==> config.mk <==
export PLATFORM = sky130hd
export DESIGN_NAME = bnn_layer_sequencer_flat
export DESIGN_NICKNAME = d
export VERILOG_FILES = /design/src/rtl/bnn_layer_sequencer_if.sv /design/src/rtl/bnn_layer_sequencer.sv /design/src/flat_wrapper.sv
export SDC_FILE = /design/constraint.sdc
export NUM_CORES = 1
export LEC_CHECK = 0
export CORE_MARGIN = 4
export CORE_UTILIZATION = 50
export DETAILED_ROUTE_END_ITERATION = 10
export PLACE_DENSITY_LB_ADDON = 0.3
export SETUP_SLACK_MARGIN = 0.05
export SYNTH_ARGS = -nofsm -noshare
export SYNTH_HDL_FRONTEND = slang
export SYNTH_SLANG_ARGS = --single-unit
==> constraint.sdc <==
create_clock -name clk -period 1.9 [get_ports clk]
set_input_delay 0.285 -clock clk [delete_from_list [all_inputs] [get_ports clk]]
set_output_delay 0.285 -clock clk [all_outputs]
set_load 0.005 [all_outputs]
==> src/rtl/bnn_layer_sequencer_if.sv <==
// Host-side handshake bundle for bnn_layer_sequencer.
//   cfg_*    : configuration byte stream (valid/ready) plus start/done.
//   infer_*  : input-vector stream (valid/ready).
//   result*  : captured axons and their one-cycle valid pulse.
// master = host, slave = sequencer.
interface bnn_layer_sequencer_if #(
  parameter int NEURONS = 4
);
  logic               cfg_start;
  logic [7:0]         cfg_data;
  logic               cfg_valid;
  logic               cfg_ready;
  logic               cfg_done;
  logic [7:0]         infer_data;
  logic               infer_valid;
  logic               infer_ready;
  logic [NEURONS-1:0] result;
  logic               result_valid;

  modport master (
    output cfg_start, cfg_data, cfg_valid, infer_data, infer_valid,
    input  cfg_ready, cfg_done, infer_ready, result, result_valid
  );

  modport slave (
    input  cfg_start, cfg_data, cfg_valid, infer_data, infer_valid,
    output cfg_ready, cfg_done, infer_ready, result, result_valid
  );
endinterface

==> src/rtl/bnn_layer_sequencer.sv <==
// Sequencer for a daisy-chained layer of binary neurons (8-bit weights +
// 3-bit bias each, NEURONS*11 parameter bits in total).
//   CONFIG : bytes accepted on bus.cfg_* are shifted MSB-first onto
//            o_param_in with o_setup high, exactly NEURONS*11 cycles total.
//   INFER  : vectors accepted on bus.infer_* drive o_inputs_out; SETTLE
//            cycles later i_axons is captured into bus.result with a
//            one-cycle bus.result_valid pulse.
// Ports:
//   clk, rst_n    clock, asynchronous active-low reset
//   bus           host handshake bundle (slave side)
//   o_setup       shift enable to every neuron
//   o_param_in    serial parameter bit into the first neuron
//   o_inputs_out  registered input vector to every neuron
//   i_axons       neuron outputs, bit k = neuron k
//   o_busy        high outside IDLE/READY
module bnn_layer_sequencer #(
  parameter int NEURONS = 4,
  parameter int SETTLE  = 1
) (
  input  logic                   clk,
  input  logic                   rst_n,
  bnn_layer_sequencer_if.slave   bus,
  output logic                   o_setup,
  output logic                   o_param_in,
  output logic [7:0]             o_inputs_out,
  input  logic [NEURONS-1:0]     i_axons,
  output logic                   o_busy
);
  localparam int TOTAL_BITS = NEURONS * 11;
  localparam int BW         = $clog2(TOTAL_BITS + 1);
  localparam int CW         = $clog2(SETTLE + 1);
  localparam logic [BW-1:0] LAST_BIT = BW'(TOTAL_BITS - 1);

  typedef enum logic [2:0] {
    S_IDLE, S_LOAD, S_SHIFT, S_READY, S_SETTLE_W
  } state_t;

  state_t             r_state;
  logic [BW-1:0]      r_bit_cnt;
  logic [3:0]         r_byte_bits;
  logic [7:0]         r_shreg;
  logic [CW-1:0]      r_cnt;
  logic               r_cfg_ready, r_cfg_done, r_setup, r_param_in;
  logic               r_infer_ready, r_result_valid, r_busy;
  logic [7:0]         r_inputs_out;
  logic [NEURONS-1:0] r_result;

  // Every output is a register updated together with the state it belongs to,
  // so each one reflects the state the FSM is in during that cycle.
  always_ff @(posedge clk or negedge rst_n) begin
    if (!rst_n) begin
      r_state        <= S_IDLE;
      r_bit_cnt      <= '0;
      r_byte_bits    <= '0;
      r_shreg        <= '0;
      r_cnt          <= '0;
      r_cfg_ready    <= 1'b0;
      r_cfg_done     <= 1'b0;
      r_setup        <= 1'b0;
      r_param_in     <= 1'b0;
      r_infer_ready  <= 1'b0;
      r_result_valid <= 1'b0;
      r_busy         <= 1'b0;
      r_inputs_out   <= '0;
      r_result       <= '0;
    end else if (bus.cfg_start) begin
      // Restart wins over any handshake; an in-flight inference is dropped.
      r_state        <= S_LOAD;
      r_bit_cnt      <= '0;
      r_cfg_ready    <= 1'b1;
      r_cfg_done     <= 1'b0;
      r_setup        <= 1'b0;
      r_param_in     <= 1'b0;
      r_infer_ready  <= 1'b0;
      r_result_valid <= 1'b0;
      r_busy         <= 1'b1;
    end else begin
      r_result_valid <= 1'b0;
      case (r_state)
        S_IDLE: ;
        S_LOAD: begin
          if (bus.cfg_valid) begin
            // The MSB goes on the wire in the first SHIFT cycle.
            r_state     <= S_SHIFT;
            r_cfg_ready <= 1'b0;
            r_param_in  <= bus.cfg_data[7];
            r_shreg     <= {bus.cfg_data[6:0], 1'b0};
            r_setup     <= 1'b1;
            r_byte_bits <= '0;
          end
        end
        S_SHIFT: begin
          r_bit_cnt   <= r_bit_cnt + 1'b1;
          r_byte_bits <= r_byte_bits + 1'b1;
          // Chain-full check first: when the total is a multiple of 8 the
          // last bit of the stream is also the last bit of a byte.
          if (r_bit_cnt == LAST_BIT) begin
            r_state       <= S_READY;
            r_setup       <= 1'b0;
            r_param_in    <= 1'b0;
            r_cfg_done    <= 1'b1;
            r_infer_ready <= 1'b1;
            r_busy        <= 1'b0;
          end else if (r_byte_bits == 4'd7) begin
            r_state     <= S_LOAD;
            r_setup     <= 1'b0;
            r_param_in  <= 1'b0;
            r_cfg_ready <= 1'b1;
          end else begin
            r_param_in <= r_shreg[7];
            r_shreg    <= {r_shreg[6:0], 1'b0};
          end
        end
        S_READY: begin
          if (bus.infer_valid) begin
            r_state       <= S_SETTLE_W;
            r_inputs_out  <= bus.infer_data;
            r_cnt         <= CW'(SETTLE);
            r_infer_ready <= 1'b0;
            r_busy        <= 1'b1;
          end
        end
        S_SETTLE_W: begin
          r_cnt <= r_cnt - 1'b1;
          if (r_cnt == CW'(1)) begin
            r_state        <= S_READY;
            r_result       <= i_axons;
            r_result_valid <= 1'b1;
            r_infer_ready  <= 1'b1;
            r_busy         <= 1'b0;
          end
        end
        default: r_state <= S_IDLE;
      endcase
    end
  end

  assign bus.cfg_ready    = r_cfg_ready;
  assign bus.cfg_done     = r_cfg_done;
  assign bus.infer_ready  = r_infer_ready;
  assign bus.result       = r_result;
  assign bus.result_valid = r_result_valid;
  assign o_setup          = r_setup;
  assign o_param_in       = r_param_in;
  assign o_inputs_out     = r_inputs_out;
  assign o_busy           = r_busy;
endmodule

==> src/flat_wrapper.sv <==
// flat-port wrapper written by rule: the top's interface ports become plain ports
module bnn_layer_sequencer_flat 
#(
  parameter int NEURONS = 4,
  parameter int SETTLE  = 1
)
  (clk, rst_n, o_setup, o_param_in, o_inputs_out, i_axons, o_busy, bus_cfg_start, bus_cfg_data, bus_cfg_valid, bus_infer_data, bus_infer_valid, bus_cfg_ready, bus_cfg_done, bus_infer_ready, bus_result, bus_result_valid);
  bnn_layer_sequencer_if #(.NEURONS(NEURONS)) bus_i ();
  input  logic clk;
  input  logic rst_n;
  output logic o_setup;
  output logic o_param_in;
  output logic [7:0] o_inputs_out;
  input  logic [NEURONS-1:0] i_axons;
  output logic o_busy;
  input wire logic [$bits(bus_i.cfg_start)-1:0] bus_cfg_start;
  input wire logic [$bits(bus_i.cfg_data)-1:0] bus_cfg_data;
  input wire logic [$bits(bus_i.cfg_valid)-1:0] bus_cfg_valid;
  input wire logic [$bits(bus_i.infer_data)-1:0] bus_infer_data;
  input wire logic [$bits(bus_i.infer_valid)-1:0] bus_infer_valid;
  output wire logic [$bits(bus_i.cfg_ready)-1:0] bus_cfg_ready;
  output wire logic [$bits(bus_i.cfg_done)-1:0] bus_cfg_done;
  output wire logic [$bits(bus_i.infer_ready)-1:0] bus_infer_ready;
  output wire logic [$bits(bus_i.result)-1:0] bus_result;
  output wire logic [$bits(bus_i.result_valid)-1:0] bus_result_valid;
  assign bus_i.cfg_start = bus_cfg_start;
  assign bus_i.cfg_data = bus_cfg_data;
  assign bus_i.cfg_valid = bus_cfg_valid;
  assign bus_i.infer_data = bus_infer_data;
  assign bus_i.infer_valid = bus_infer_valid;
  assign bus_cfg_ready = bus_i.cfg_ready;
  assign bus_cfg_done = bus_i.cfg_done;
  assign bus_infer_ready = bus_i.infer_ready;
  assign bus_result = bus_i.result;
  assign bus_result_valid = bus_i.result_valid;
  bnn_layer_sequencer #(.NEURONS(NEURONS), .SETTLE(SETTLE)) u_core (.clk(clk), .rst_n(rst_n), .bus(bus_i), .o_setup(o_setup), .o_param_in(o_param_in), .o_inputs_out(o_inputs_out), .i_axons(i_axons), .o_busy(o_busy));
endmodule
**Run 1: power grid**

Scale bar: 20 um. Pins as bars on the die edge.
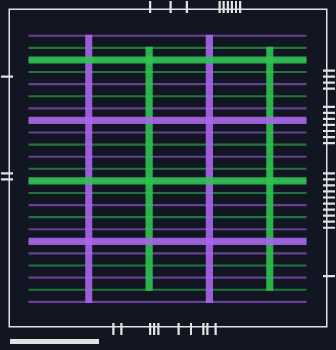
- VSS: purple
- VDD: green
- met5 straps: 4
- met1 rails: 23

**Run 1: cells coloured by class**

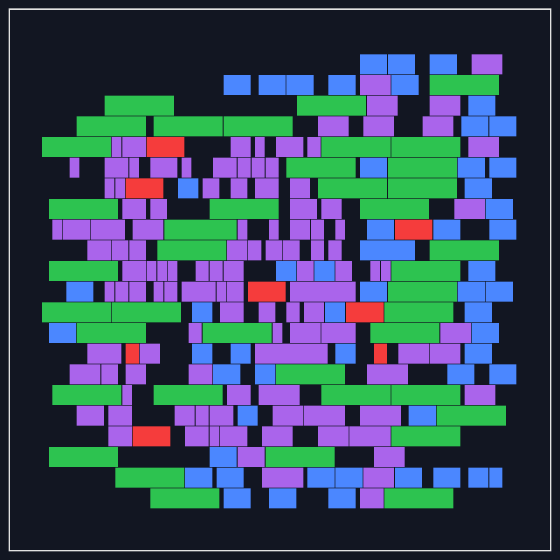
- remaining buffers and delay cells: blue (cells 55; share of their area 21%)
- remaining logic cells: purple (cells 115; share of their area 37%)
- clock drivers and dummy loads: red (cells 8; share of their area 3.6%)
- registers: green (cells 40; share of their area 39%)

**Run 1: clock distribution**

Scale bar: 20 um.
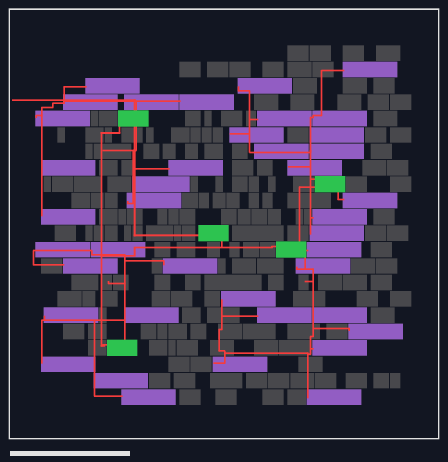
- clock-net drivers: green (count 5)
- flip-flops: purple (count 40)
- clock wires: red (length 460 um)
- flops lie: widely spread

**Run 1: wiring by layer**

Scale bar: 20 um.
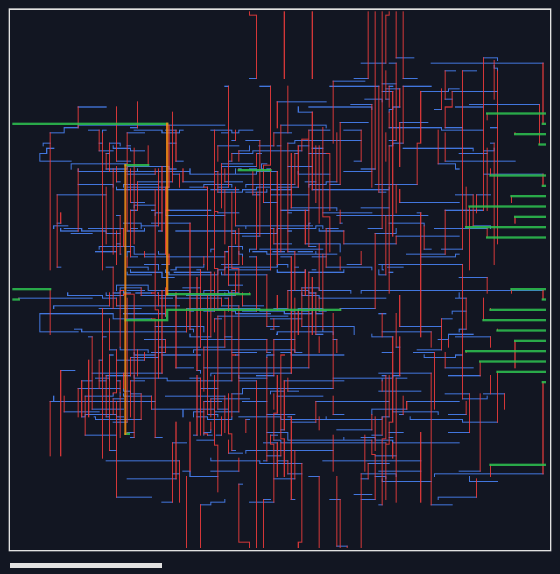
- M4: orange (wire length 57.8 um)
- M2: red (wire length 2020 um)
- M3: green (wire length 192 um)
- M1: blue (wire length 1790 um)

==> impl_metrics.yaml, run 1 <==
# implementation run metrics
status:
  status: "finished, final reports clean"
synthesis:
  yosysCellCount: 162
  yosysWarningCount: 0
  ys_sh_adder_pct: 1.258
  flop_cell: "dfrtp_1"
  syn_inst: 162
  ys.flops: 40
  ys_types: 47
  syn_nets: 189
  simple_gate_area_share_pct: 14.91
  synthAoiAreaFrac_pct: 11.01
route:
  first_iter_violations: 77
  wire_per_inst_um: 15.25
  drtPass1Iterations: 4
  ant_nets: 0
  wl_met3_um: 191
  routed.top_layer: "met4"
  drc: 0
critical_path:
  reg2reg_to: "u_core.r_state[0]"
  r2r_slack_ps: 150
  cp-end-kind: "flop"
  reg2reg_depth: 4
power:
  powerComb_mw: 0.545
  pwr-share-clk_pct: 25.8
  power_density_nw_per_um2: 851.6
  clock_power_mw: 0.576
  p_leak_nw: 1.151
  p_seq_mw: 1.11
final_timing:
  slew_headroom_pct: 66.66
  rsz0062_at_grt: "true"
  period_minus_slack_ps: 1754
  finalSetupViolations: 0
  whs_ps: 30.38
cells_and_area:
  final_util_pct: 70.12
  clkbuf_count: 6
  logic_area_um2: 915.9
  fin_nets: 244
  num-fill-cells: 278
  layout_top_cells: "42 x clkdlybuf4s50_1, 39 x dfrtp_1, 11 x buf_4"
  stdcell_area_um2: 2625
  inverters: 7
  syn_to_final_growth_pct: 31.95
  seq_share_pct: 38.18
  layout-drive-gt1-share_pct: 21.10
  buf_share_pct: 20.11
clock_tree:
  cts_root_buf: "clkbuf_8"
  cts_resized: 0
  clock-sinks: 40
  cts_buffers: 5
  cts_tree: "done"
worst_hold_path:
  hold_path_class: "in -> async"
placed_design:
  hpwl_um: 3041
  dpl.cell_count: 258
  postPlaceCellArea_um2: 2531
grt:
  grt_pass1_vias: 1442
  grt_max_degree: 41
  met2_usage_pct: 28.94
  grtUsageMet1_pct: 21.12
die:
  fp-row-count: 22
  initCoreUtil_pct: 53.14
run:
  maxCapViolCount: 0
  warnings: 27
-- run 1: cell usage after synthesis, types with 2 or more instances --
library cell	n	share of area, %
a21o_1	4	1.5
buf_4	3	1.1
dfrtp_1	40	50
ha_1	2	1.3
inv_1	7	1.3
o21ai_0	4	1.0
o211ai_1	2	0.75
mux2_2	9	5.1
xnor2_1	2	0.88
mux2_4	6	4.5
o32ai_1	3	1.3
a21oi_1	5	1.3
nor3_1	4	1.0
nand3b_1	3	1.1
mux2_1	9	5.1
xor2_1	4	1.8
nand2b_1	3	0.94
nand4bb_1	2	1.1
nand2_1	5	0.94
clkbuf_1	2	0.38
mux2i_1	3	1.5
nand4_1	3	0.94
nor2_1	10	1.9
a31oi_1	3	0.94
nand3_1	2	0.50
==> run 1 -> run 2 <==
Settings changed: ABC_CLOCK_PERIOD_IN_PS set to 1900.
**Run 2: clock routing**

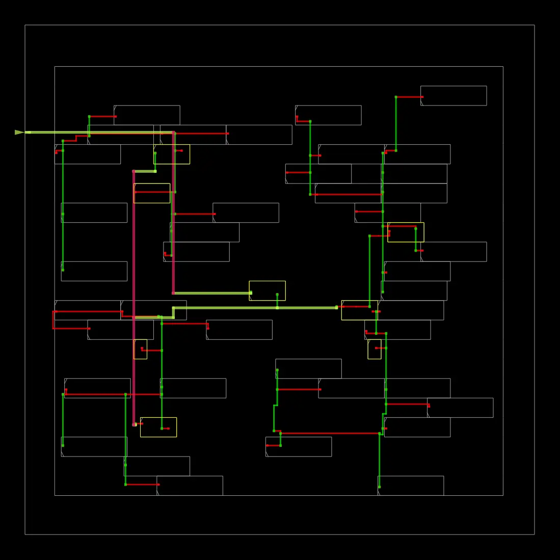
Clock buffer cells: 6
seq_cells: 40
Layout Skew: 2.883 ps

==> run 2 against run 1 <==
Effect of this change: clock-buffer cell count unchanged; cell area unchanged; via count unchanged; critical path type unchanged; largest power group unchanged; maximum frequency unchanged; critical endpoint unchanged.
==> impl_metrics.yaml, run 2 <==
# implementation run metrics
status:
  status: "finished, final reports clean"
synthesis:
  top_cell_area_share_pct: 50.31
  simple_gate_area_share_pct: 14.91
  syn_nets: 189
  yosysCellCount: 162
  syn_inst: 162
  ys_sh_adder_pct: 1.258
  area_leaders: "dfrtp_1 50%, mux2_1 5.1%, mux2_2 5.1%, mux2_4 4.5%, nor2_1 1.9%"
  ys.flops: 40
  yosys.cell_count.top_type: "dfrtp_1"
  synthAoiAreaFrac_pct: 11.01
  flop_cell: "dfrtp_1"
  yosysWarningCount: 0
  yosys-top-cells-count: "40 x dfrtp_1, 10 x nor2_1, 9 x mux2_1, 9 x mux2_2, 7 x inv_1"
route:
  ant_nets: 0
  first_iter_violations: 77
  wire_per_inst_um: 15.25
  wl_met3_um: 191
  routed.top_layer: "met4"
  drc: 0
  drtPass1Iterations: 4
power:
  p_leak_nw: 1.151
  powerComb_mw: 0.545
  pwr-share-clk_pct: 25.8
  p_seq_mw: 1.11
  power_density_nw_per_um2: 851.6
grt:
  grt_max_degree: 41
  met2_usage_pct: 28.94
  grtUsageMet1_pct: 21.12
critical_path:
  cp-end-kind: "flop"
  r2r_slack_ps: 150
cells_and_area:
  layout_top_cells: "42 x clkdlybuf4s50_1, 39 x dfrtp_1, 11 x buf_4"
  fin_nets: 244
  layout-drive-gt1-share_pct: 21.10
clock_tree:
  clock-sinks: 40
  cts_root_buf: "clkbuf_8"
  cts_buffers: 5
run:
  maxCapViolCount: 0
  warnings: 27
final_timing:
  finalSetupViolations: 0
  period_minus_slack_ps: 1754
placed_design:
  hpwl_um: 3041
worst_hold_path:
  hold_path_class: "in -> async"
**Run 2: wiring by layer**

Scale bar: 20 um.
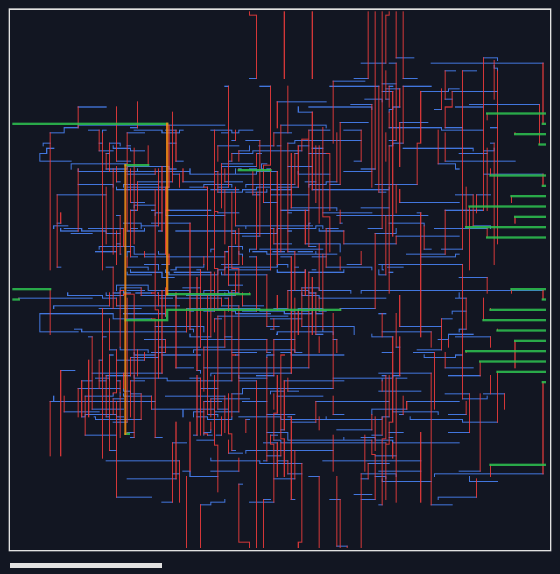
- M3: green (wire length 192 um)
- M4: orange (wire length 57.8 um)
- M2: red (wire length 2020 um)
- M1: blue (wire length 1790 um)

run 2: final cells by class:
| cell class | instances | area, um2 |
|---|---|---|
| Clock buffer | 6 | 82.58 |
| Clock inverter | 2 | 10.01 |
| Fill cell | 278 | 1119 |
| Inverter | 7 | 26.28 |
| Multi-Input combinational cell | 108 | 915.9 |
| Sequential cell | 40 | 1002 |
| Tap cell | 48 | 60.06 |
| Timing Repair Buffer | 55 | 528.0 |
run 2: metrics by stage:
stage	TNS [ps]	cell area [um2]	hold slack (ps)	power, mW	cells
6_report	0	2625	30.38	2.236	266
5_1_grt	0	2625	86.92	2.362	266
4_1_cts	0	2624	58.69	2.259	266
3_5_place_dp	-1333	2531	372.7	1.684	258
3_3_place_gp	-589.9	2531	359.2	1.648	258
2_1_floorplan	0	1989	-10.59	1.374	162
Power and IR drop assume default switching activity.
